**config.mk**
```make
export PLATFORM = sky130hd
export DESIGN_NAME = hazard_ctrl
export DESIGN_NICKNAME = d
export VERILOG_FILES = /design/src/rtl/hazard_ctrl.sv
export SDC_FILE = /design/constraint.sdc
export NUM_CORES = 1
export LEC_CHECK = 0
export CORE_UTILIZATION = 42
export CTS_BUF_LIST = sky130_fd_sc_hd__clkbuf_16
export CTS_CLUSTER_DIAMETER = 80
export DETAILED_ROUTE_END_ITERATION = 16
export PLACE_DENSITY = 0.81
export SLEW_MARGIN = 30
export SYNTH_ARGS = -nofsm -noshare
export SYNTH_HDL_FRONTEND = slang
export SYNTH_SLANG_ARGS = --single-unit
```
**constraint.sdc**
```tcl
create_clock -name CLK -period 3.8 [get_ports CLK]
set_clock_uncertainty 0.2 [all_clocks]
set_input_delay 0.76 -clock CLK [delete_from_list [all_inputs] [get_ports CLK]]
set_output_delay 0.76 -clock CLK [all_outputs]
set_load 0.02 [all_outputs]
```
**src/rtl/hazard_ctrl.sv**
```systemverilog
// hazard_ctrl: load-use stall FSM, data-memory freeze, redirect flush and a
// direct-mapped 2-bit branch history table for the 5-stage pipeline.
// Ports:
//   CLK, nRST                    clock, async active-low reset
//   rs_id/rt_id/uses_rs/rt_id    source operands of the ID instruction
//   memRead_ex, rd_ex            load in EX and its destination
//   pc_if -> predict_taken       fetch-time prediction lookup (combinational)
//   branch_ex/taken_ex/pred_ex/pc_ex/jump_ex   EX-stage resolution
//   dmem_req_mem, dhit           MEM-stage data access handshake
//   freeze, stall_pc, stall_ifid, flush_ifid, flush_idex, mispredict
//                                pipeline control, combinational from inputs+state
module hazard_ctrl #(
   parameter int unsigned REG_W     = 5,
   parameter int unsigned PC_W      = 32,
   parameter int unsigned BHT_DEPTH = 16,
   parameter int unsigned LOAD_LAT  = 1
) (
   input  logic             CLK,
   input  logic             nRST,
   input  logic [REG_W-1:0] rs_id,
   input  logic [REG_W-1:0] rt_id,
   input  logic             uses_rs_id,
   input  logic             uses_rt_id,
   input  logic             memRead_ex,
   input  logic [REG_W-1:0] rd_ex,
   input  logic [PC_W-1:0]  pc_if,
   output logic             predict_taken,
   input  logic             branch_ex,
   input  logic             taken_ex,
   input  logic             pred_ex,
   input  logic [PC_W-1:0]  pc_ex,
   input  logic             jump_ex,
   input  logic             dmem_req_mem,
   input  logic             dhit,
   output logic             freeze,
   output logic             stall_pc,
   output logic             stall_ifid,
   output logic             flush_ifid,
   output logic             flush_idex,
   output logic             mispredict
);

   localparam int unsigned IDX_W    = $clog2(BHT_DEPTH);
   localparam logic [1:0]  CNT_INIT = 2'(LOAD_LAT - 1);
   localparam logic [1:0]  BHT_RST  = 2'b01;

   typedef enum logic {IDLE, STALL} state_e;

   state_e           state_q, state_d;
   logic [1:0]       cnt_q, cnt_d;
   logic [1:0]       bht_q [BHT_DEPTH];
   logic [1:0]       bht_d [BHT_DEPTH];

   logic             mem_wait_c;
   logic             redirect_c;
   logic             luh_c;
   logic [IDX_W-1:0] lkp_idx_c;
   logic [IDX_W-1:0] upd_idx_c;
   logic             unused_pc_c;

   assign lkp_idx_c   = pc_if[IDX_W+1:2];
   assign upd_idx_c   = pc_ex[IDX_W+1:2];
   // PC bits outside the table index play no part in prediction.
   assign unused_pc_c = ^{pc_if[PC_W-1:IDX_W+2], pc_if[1:0],
                          pc_ex[PC_W-1:IDX_W+2], pc_ex[1:0]};

   // Lookup reads the registered table, so a same-cycle update is not seen.
   assign predict_taken = bht_q[lkp_idx_c][1];

   // Hazard classification.
   always_comb begin
      mem_wait_c = dmem_req_mem & ~dhit;
      redirect_c = jump_ex | (branch_ex & (taken_ex ^ pred_ex));
      luh_c      = memRead_ex & (rd_ex != '0) &
                   ((uses_rs_id & (rs_id == rd_ex)) | (uses_rt_id & (rt_id == rd_ex)));
   end

   // Next-state and control outputs: wait > redirect > load-use.
   always_comb begin
      state_d    = state_q;
      cnt_d      = cnt_q;
      freeze     = 1'b0;
      stall_pc   = 1'b0;
      stall_ifid = 1'b0;
      flush_ifid = 1'b0;
      flush_idex = 1'b0;
      mispredict = 1'b0;
      if (mem_wait_c) begin
         freeze = 1'b1;
      end else if (redirect_c) begin
         // The dependent instruction is squashed, so any pending stall is dropped.
         mispredict = 1'b1;
         flush_ifid = 1'b1;
         flush_idex = 1'b1;
         state_d    = IDLE;
         cnt_d      = 2'd0;
      end else begin
         case (state_q)
            IDLE: begin
               if (luh_c) begin
                  stall_pc   = 1'b1;
                  stall_ifid = 1'b1;
                  flush_idex = 1'b1;
                  if (LOAD_LAT > 1) begin
                     state_d = STALL;
                     cnt_d   = CNT_INIT;
                  end
               end
            end
            STALL: begin
               stall_pc   = 1'b1;
               stall_ifid = 1'b1;
               flush_idex = 1'b1;
               cnt_d      = cnt_q - 2'd1;
               if (cnt_q == 2'd1) begin
                  state_d = IDLE;
               end
            end
            default: begin
               state_d = IDLE;
               cnt_d   = 2'd0;
            end
         endcase
      end
   end

   // Saturating counter update; frozen cycles perform none.
   always_comb begin
      bht_d = bht_q;
      if (branch_ex && !mem_wait_c) begin
         if (taken_ex) begin
            if (bht_q[upd_idx_c] != 2'b11) begin
               bht_d[upd_idx_c] = bht_q[upd_idx_c] + 2'd1;
            end
         end else begin
            if (bht_q[upd_idx_c] != 2'b00) begin
               bht_d[upd_idx_c] = bht_q[upd_idx_c] - 2'd1;
            end
         end
      end
   end

   // State, counter and table registers.
   always_ff @(posedge CLK or negedge nRST) begin
      if (!nRST) begin
         state_q <= IDLE;
         cnt_q   <= 2'd0;
         for (int i = 0; i < int'(BHT_DEPTH); i++) begin
            bht_q[i] <= BHT_RST;
         end
      end else begin
         state_q <= state_d;
         cnt_q   <= cnt_d;
         for (int i = 0; i < int'(BHT_DEPTH); i++) begin
            bht_q[i] <= bht_d[i];
         end
      end
   end

endmodule
```
==> run_1/congestion_map.png <==
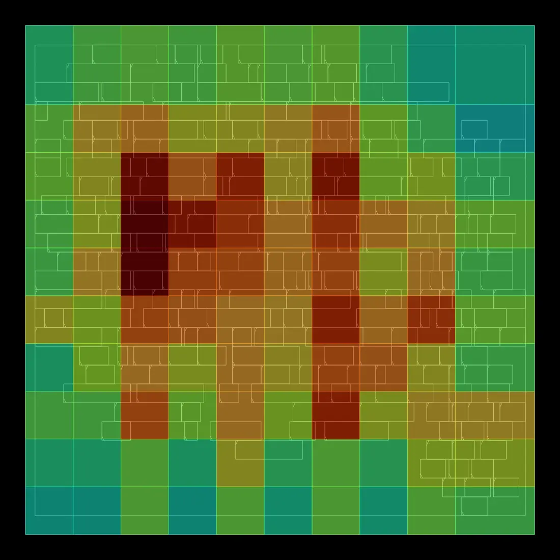
GRT Util Overall: 23.44%
met1 track demand over resource: 25.92%

==> run_1/m4.png <==
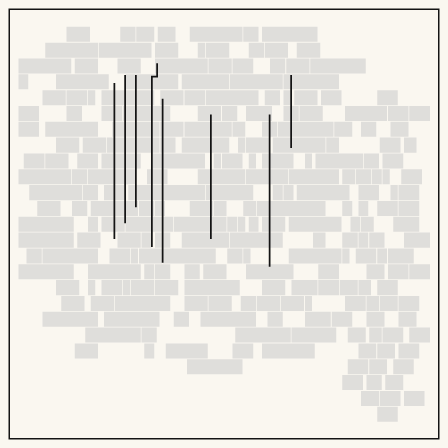
- wire length on this layer: 193 um
- nets with wire on the layer: 8
overall routed net length: 5786 um
vias: 1,717

==> run_1/closeup.png <==
Region (43, 6) to (68, 31) um. Cells in gray, sequential cells in the stronger gray; small squares are vias.
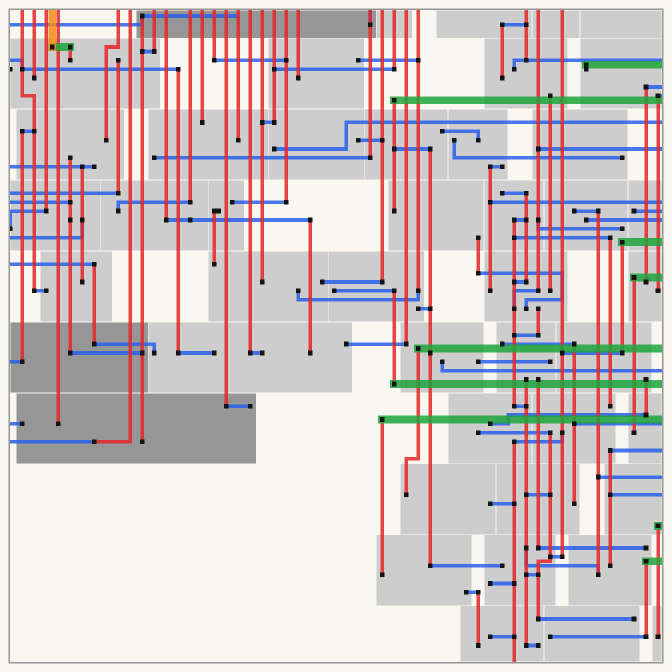
- blue: M1
- green: M3
- red: M2
- orange: M4
- sequential cells in the window: 2
- most frequent: clkdlybuf4s50_1 (10), xor2_1 (7)
- netlist names of flops here include: `bht_q` (1)
- cells with their middle in the window: 36

==> run_1/floorplan.png <==
Scale bar: 20 um. Pins as bars on the die edge. Tap cells in gray.
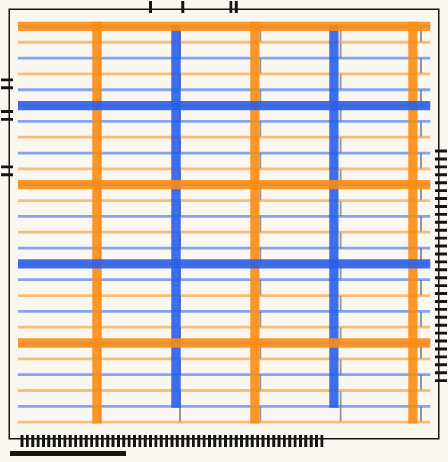
- orange: VSS
- blue: VDD
- tap cells: 67
- met5 straps: 5
- rows: 25
- met1 rails: 26
- met4 straps: 5
die height: 73.54 um
Die W: 73.54 um

==> out/qor.yml, run 1 <==
fin_ws_ns: 0.1433
grt_pass1_vias: 1874
seq_area_share_pct: 28.93
dr.pass1.iters: 4
insertion_delay_ns: 0.28
antenna_found_initial: 0
rrSetupSlack_ns: 0.66
total_power_uw: 1761
p_seq_share_pct: 38.7
top_area_cell: "dfrtp_1"
core_area_sq_um: 4817
p_clk_uw: 378
tool_warnings: 83
yosys_area_sq_um: 2150
portBuffers: 40
setup_viol: 0
ff_count: 35
max_freq_ghz: 0.2735
p_clk_share_pct: 21.5
maxUsedRoutingLayer: "met4"
route.met3.wl_um: 338
hold_path_class: "input port to asynchronous set/reset pin"
comb_cell_power_uw: 701
synth-async-reset-ratio_pct: 100.0
largest_cell_class: "combinational gates"
synthFlopType: "dfrtp_1"
area_share_nonclk_buffers_pct: 21.82
comb_area_sq_um: 1282
fp_nets: 263
dp_cells: 294
startpoint: "pc_if[2]"
common_cells: "34 x mux2_2, 19 x dfrtp_1, 16 x dfstp_2"
ant_nets: 0
area_leaders: "dfrtp_1 22%, dfstp_2 20%, mux2_2 18%, mux4_2 13%, xor2_1 3.7%"
fp-utilization_pct: 44.62
clkSinkCount: 35
areaGrowthSynthToFinish_pct: 44.06
clockBufferCount: 5
setup.worst_path.end: "predict_taken"
root_buffer: "clkbuf_16"
io_pins: 97
worstMarginPinSlew_ns: 0.5730
cp.arrival_ns: 2.70
final_util_pct: 64.29
num_rows: 25
ys_types: 33
start_kind: "input port"
p_comb_share_pct: 39.8
tritoncts: "built"
period_minus_slack_ns: 3.657
chipArea_sq_um: 5408
p_sw_share_pct: 30.46
path_clk_slew_ns: 0.05
power_density_nw_per_um2: 568.7
met3_usage_pct: 5.075
yosysMostFrequentCell: "mux2_2"
clk_path_buf_depth: 2
setup_tns_ns: 0
final_layout_top_logic_cells: "34 x mux2_2, 33 x clkdlybuf4s50_1, 22 x buf_4"
logic_gates: 121
wl_met1_um: 2246
comb_share_pct: 41.41
dpl_worst_slack_ns: -0.4362
met2_length_um: 3006
critPathKind: "input port to output pin"
viasPerCell: 5.630
fin_cells: 305
postSynthSeqShare_pct: 41.68
netlist_instances: 170
drc: 0
layout_top_cell: "mux2_2"
mappedNetlistArea_sq_um: 2150
grt_overflow: 0
seq_cell_power_uw: 681
drive_above_1_share_pct: 46.64
ys_cells: 170
grt_max_degree: 26
fin_nets: 330
synth_flops: 35
regArea_sq_um: 895.9
timing.final.crit_share_pct: 96.23
drt-wirelength-per-cell_um: 18.97
r2r-end: "bht_q[27]$_DFFE_PN0P_"
clockNetworkAreaShare_pct: 4.404
inverters: 6
path_max_fanout: 4
rsz0062_at_grt: "false"
dpl_cell_area_sq_um: 2799
relSlewSlack_pct: 61.80
fill_cells: 378
n_tap_cell: 67
synth.avg_cell_area_sq_um: 12.64
required_ns: 2.84
status: "finished clean"
reg2reg_from: "bht_q[1]$_DFFE_PN0P_"
buffers_excl_clock: 68
synth-edff-count: 0
finalHoldViolCount: 0
power.group.top: "combinational cells"
r2r_cells: 9
p_switching_uw: 536.4
==> run 1: critical path, stage by stage <==
cell and delay, ns:
clkdlybuf4s50_1 0.45, buf_4 0.15, mux4_2 0.51, mux4_2 0.48, dlygate4sd2_1 0.33
==> run 1: what timing repair did <==
item | in CTS | in global routing
cloned | 1 | 0
setup buffers | 2 | 0
setup endpoints to repair | 32 | 10
resized | 20 | 8
pin swaps | 3 | 1
==> run 1: kinds of logic (layout without fill, tap and decap cells) <==
family	after synthesis	after routing	share of synthesized area, %
multiplexers	54	54	34.23
flip-flops	35	35	41.68
AND/OR/NAND/NOR	34	34	9.196
AND-OR/OR-AND	18	18	5.239
buffers and inverters	14	82	3.026
XOR/XNOR	12	12	4.890
adder cells (fa/ha/maj)	3	3	1.746
## Run 2: what changed since run 1
Settings changed: GPL_ROUTABILITY_DRIVEN from default to 0.
==> run_2/m4.png <==
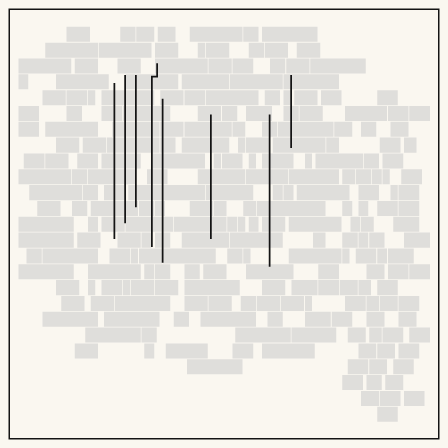
- share of all routed wire: 3.3%
- main direction: vertical
- wire length on this layer: 193 um

==> out/qor.yml, run 2 <==
n_antenna_cell: 0
synthFlopType: "dfrtp_1"
p_comb_share_pct: 39.8
netlist_instances: 170
setup_viol: 0
r2r-end: "bht_q[27]$_DFFE_PN0P_"
relSlewSlack_pct: 61.80
comb_share_pct: 41.41
fp_nets: 263
total_power_uw: 1761
synth.comb.largest_family: "multiplexers"
core_area_sq_um: 4817
rsz0062_at_grt: "false"
ys_sh_simple_pct: 9.197
r2r_cells: 9
seq_cell_power_uw: 681
chipArea_sq_um: 5408
io_pins: 97
ff_count: 35
grt_pass1_vias: 1874
xor_share_pct: 4.889
die_x_um: 73.54
fin_nets: 330
power_density_nw_per_um2: 568.7
period_minus_slack_ns: 3.657
synth_flops: 35
grt_max_degree: 26
dr.pass1.iters: 4
yosys_area_sq_um: 2150
power.group.top: "combinational cells"
whs_ns: 0.2781
timing.final.crit_share_pct: 96.23
status: "finished clean"
p_clk_share_pct: 21.5
tritoncts: "built"
synth.avg_cell_area_sq_um: 12.64
fp-utilization_pct: 44.62
ys_sh_aoi_pct: 5.239
seq_area_share_pct: 28.93
worstPathCellList: "clkdlybuf4s50_1 -> buf_4 -> mux4_2 -> mux4_2 -> dlygate4sd2_1"
startpoint: "pc_if[2]"
buffers_excl_clock: 68
p_seq_share_pct: 38.7
muxShareOfSynthArea_pct: 34.23
insertion_delay_ns: 0.28
clockBufferCount: 5
clk_path_buf_depth: 2
hold_path_class: "input port to asynchronous set/reset pin"
top_area_cell: "dfrtp_1"
drt-wirelength-per-cell_um: 18.97
required_ns: 2.84
path_clk_slew_ns: 0.05
setup.worst_path.end: "predict_taken"
synth-async-reset-ratio_pct: 100.0
p_sw_share_pct: 30.46
common_cells: "34 x mux2_2, 19 x dfrtp_1, 16 x dfstp_2"
viasPerCell: 5.630
critical-path-top-delay-family: "multiplexers"
cp.arrival_ns: 2.70
fin_ws_ns: 0.1433
p_switching_uw: 536.4
worstMarginPinSlew_ns: 0.5730
regArea_sq_um: 895.9
die_height_um: 73.54
cp_num_cells: 5
top_area_share_pct: 22.12
grt_overflow: 0
largest_cell_class: "combinational gates"
critPathKind: "input port to output pin"
tool_warnings: 83
ant_nets: 0
fill_cells: 378
p_clk_uw: 378
comb_cell_power_uw: 701
portBuffers: 40
drc: 0
dpl_worst_slack_ns: -0.4362
antenna_found_initial: 0
comb_area_sq_um: 1282
layout_top_cell: "mux2_2"
inverters: 6
area_leaders: "dfrtp_1 22%, dfstp_2 20%, mux2_2 18%, mux4_2 13%, xor2_1 3.7%"
path_max_fanout: 4
yosysMostFrequentCell: "mux2_2"
clkSinkCount: 35
logic_gates: 121
dr_total_vias: 1717
cp_common_cell: "mux4_2"
mappedNetlistArea_sq_um: 2150
wl_um: 5786
reg2reg_from: "bht_q[1]$_DFFE_PN0P_"
postSynthSeqShare_pct: 41.68
clockNetworkAreaShare_pct: 4.404
cp_num_buf_inv: 3
n_tap_cell: 67
grt_usage_pct: 23.44
max_freq_ghz: 0.2735
dpl_cell_area_sq_um: 2799
synth-edff-count: 0
area_share_nonclk_buffers_pct: 21.82
ys_cells: 170
drive_above_1_share_pct: 46.64
rrSetupSlack_ns: 0.66
areaGrowthSynthToFinish_pct: 44.06
finalHoldViolCount: 0
num_rows: 25
start_kind: "input port"
ys_types: 33
crit_slowest_cell: "mux4_2"
root_buffer: "clkbuf_16"
adder_share_pct: 1.746
final_layout_top_logic_cells: "34 x mux2_2, 33 x clkdlybuf4s50_1, 22 x buf_4"
slowest_delay_ns: 0.51
==> run_2/closeup.png <==
Region (43, 6) to (68, 31) um. Cells in gray, sequential cells in the stronger gray; small squares are vias.
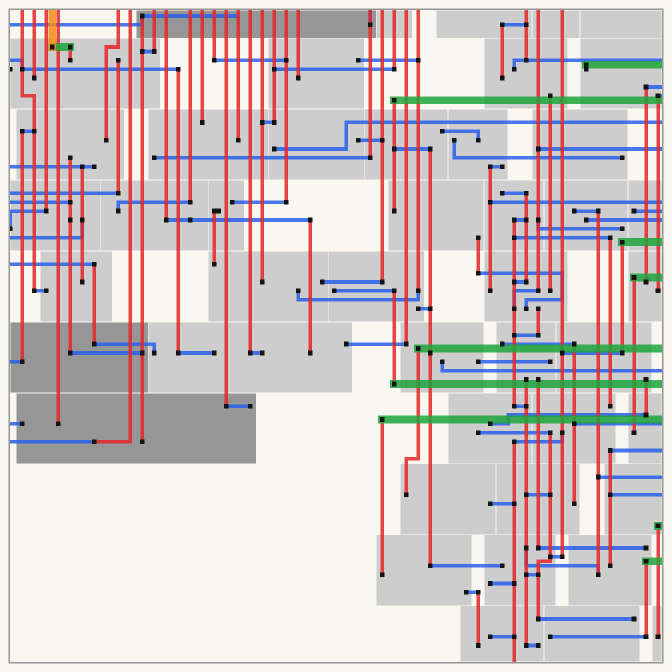
- blue: M1
- green: M3
- red: M2
- orange: M4
- most frequent: clkdlybuf4s50_1 (10), xor2_1 (7)
- netlist names of flops here include: `bht_q` (1)
- sequential cells in the window: 2
- cells with their middle in the window: 36

## run 2: cell counts after synthesis
Identical to the previous run, type by type.
## run 2: through the flow
step / TNS [ns] / cells / utilization (%)
after detailed placement: -11.13 / 294 / 58.10
final: 0 / 305 / 64.29
after CTS: 0 / 305 / 64.08
after global routing: 0 / 305 / 64.29
after global placement: -9.427 / 294 / 58.21
after floorplan: 0 / 170 / -
## run 2: timing repair
item                       CTS  global route
setup buffers                2             0
gates resized               20             8
setup endpoints to repair   32            10
pin swaps                    3             1
cloned                       1             0
## run 2: per-layer routing
metal  GRT usage [%]  up-vias  part of all wire (%)  routed length (um)
li1                -      775                     -                   -
met1           25.92      855                    39                2246
met2           42.61       71                    52                3006
met4           10.90        0                   3.3                 193
met3           5.075       16                   5.8                 338
met5               0        -                     0                   0
